==> config.mk <==
export PLATFORM = sky130hd
export DESIGN_NAME = mem_arbiter
export DESIGN_NICKNAME = d
export VERILOG_FILES = /design/src/rtl/lc3b_types.sv /design/src/rtl/mem_arbiter.sv
export SDC_FILE = /design/constraint.sdc
export NUM_CORES = 1
export LEC_CHECK = 0
export ABC_AREA = 1
export CAP_MARGIN = 10
export CELL_PAD_IN_SITES_DETAIL_PLACEMENT = 1
export CELL_PAD_IN_SITES_GLOBAL_PLACEMENT = 2
export CORE_MARGIN = 2
export CORE_UTILIZATION = 24
export DETAILED_ROUTE_END_ITERATION = 8
export HOLD_SLACK_MARGIN = 0.02
export PLACE_DENSITY = 0.8
export RECOVER_POWER = 25
export REMOVE_ABC_BUFFERS = 1
export SLEW_MARGIN = 15
export SYNTH_ARGS = -nofsm -noshare
export SYNTH_HDL_FRONTEND = slang
export SYNTH_SLANG_ARGS = --single-unit
==> constraint.sdc <==
create_clock -name clk -period 1.5 [get_ports clk]
set_input_delay 0.15 -clock clk [delete_from_list [all_inputs] [get_ports clk]]
set_output_delay 0.15 -clock clk [all_outputs]
set_load 0.005 [all_outputs]
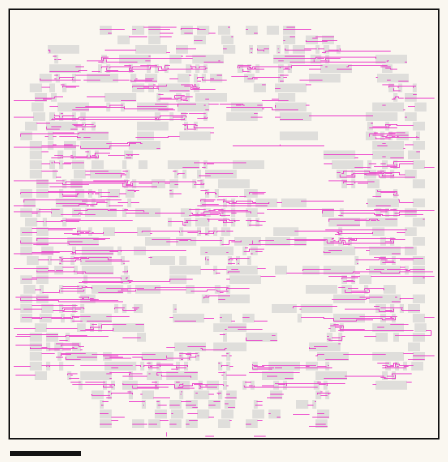
(images/layer_met1.png)
Bar = 20 um. Cells faint in the background.
nets with wire on the layer = 497
longest straight run = 37.7 um
share of all routed wire = 46%
Post-Route WL: 9100 um
met1 Resource Use GR: 17.3%
via count: 2868

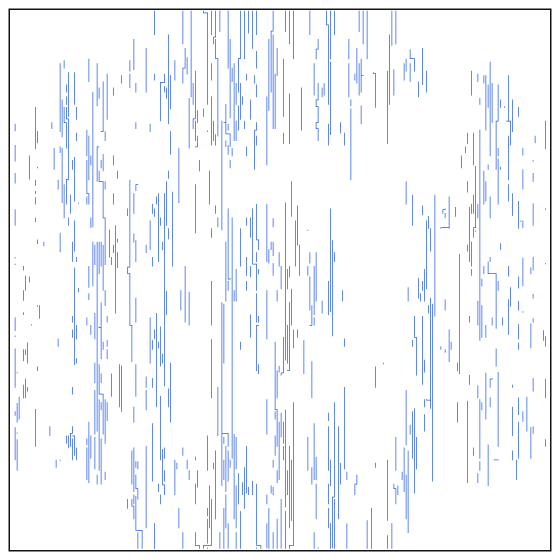
(images/layer_met2.png)
wire length on this layer = 4170 um
share of all routed wire = 46%
grt met2 use: 20.7%

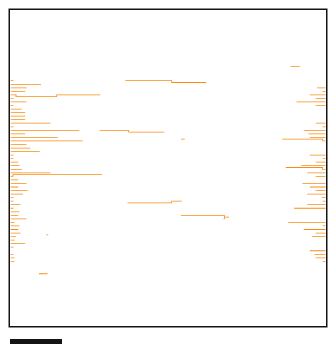
(images/layer_met3.png)
Bar = 20 um.
share of all routed wire = 6.9%
longest straight run = 34.0 um
wire length on this layer = 630 um
nets with wire on the layer = 90
main direction = horizontal
met3 global-route usage: 4.09%

==> impl_metrics.json <==
{
  "status": "completed",
  "dpl_worst_slack_ns": -0.126,
  "fmax_ghz": 0.709,
  "dpl_cell_area_sq_um": 4950,
  "syn_area_sq_um": 3300,
  "grt_overflow": 0,
  "wl_met3_um": 629,
  "hold_path_depth": 3,
  "wl_met1_um": 4210,
  "placedCellCount": 668,
  "switchingPower_mw": 3.31,
  "hold_viol": 0,
  "synth.avg_cell_area_sq_um": 9.33,
  "rsz0062_at_grt": "no",
  "combPwrFrac_pct": 43.8,
  "post_cts_buffers": 0,
  "fp.dieW_um": 121,
  "switching_share_pct": 32.2,
  "ir_worst_vdd_v": 0.000639,
  "power.internal_mw": 6.98,
  "numCtsBuffers": 9,
  "numSynthFlops": 74,
  "grt_busiest_layer": "met2",
  "r2r_cells": 6,
  "cp_max_fo": 3,
  "fin_ws_ns": 0.0903,
  "mostFrequentLayoutCells": "clkdlybuf4s50_1 (138), nand2_1 (126), dfrtp_1 (71)",
  "insertion_delay_ns": 0.32,
  "fp_util_pct": 24.8,
  "crit_cells": 1,
  "cts_sinks": 74,
  "grt_pass1_vias": 3021,
  "cp_cell_sequence": "clkdlybuf4s50_1",
  "clk_pin_slew_ns": 0.06,
  "portBuffers": 141,
  "post-route-period-util_pct": 94.0,
  "tightest_slew_ns": 0.676,
  "chipArea_sq_um": 14700,
  "place_congestion": 0.723,
  "place_hpwl_um": 6940,
  "io_pins": 142,
  "cp_top_family": "buffers and inverters",
  "yosys_warnings": 0,
  "top_cell_area_share_pct": 54.5,
  "cts_tree": "built",
  "ctsRootBufferMaster": "clkbuf_16",
  "final_nets": 576,
  "grt_first_pass_wirelength_um": 15100,
  "warning_count": 25,
  "ys_seq_share_pct": 56.1,
  "antenna_found_initial": 0,
  "seqPwrFrac_pct": 34.6,
  "synthAdderAreaFrac_pct": 0,
  "grt_max_degree": 34,
  "rows": 42,
  "startpoint_type": "flip-flop",
  "synthTopCellsByArea": "dfrtp_1 (55%), nand2_1 (14%), inv_1 (4.4%), buf_6 (4.1%), o21ai_1 (3.6%)",
  "synth.area.mux_share_pct": 0,
  "core_area_sq_um": 13300,
  "htree_levels": 3,
  "holdWs_ns": 0.383,
  "final_util_pct": 39.5,
  "grt_usage_pct": 13.0,
  "pg_clk_mw": 2.22,
  "slew_headroom_pct": 54.9,
  "wire_per_inst_um": 13.3,
  "ctsHoldBuffers": 1,
  "worstPathRequired_ns": 1.35,
  "critPathSlowestCell": "clkdlybuf4s50_1",
  "cts_max_path_buffers": 2,
  "logic_family": "simple AND/OR/NAND/NOR gates",
  "simple_gate_share_pct": 22.6
}
cell type report:
type                       count  area, sq um
clock buffer                  15          288
clock inverter                 1         30.0
fill                        1561         8070
inverter                      45          171
multi-input combinational    219         1110
sequential                    74         1860
tap                          176          220
timing repair buffer         155         1600
synthesized netlist by cell type:
library cell	count
nand2_1	126
dfrtp_1	72
inv_1	39
o21ai_1	24
nand3_1	17
nor2_1	13
buf_6	12
o211ai_1	11
o21ai_2	9
inv_2	5
o211ai_2	5
buf_2	2
dfstp_2	2
nand2_4	2
nor2_2	2
nor2_4	2
a21oi_4	1
buf_4	1
buf_8	1
inv_4	1
nand2_2	1
nand3_2	1
nand3_4	1
nand4_1	1
nand4_4	1
nor2_8	1
o21ai_0	1
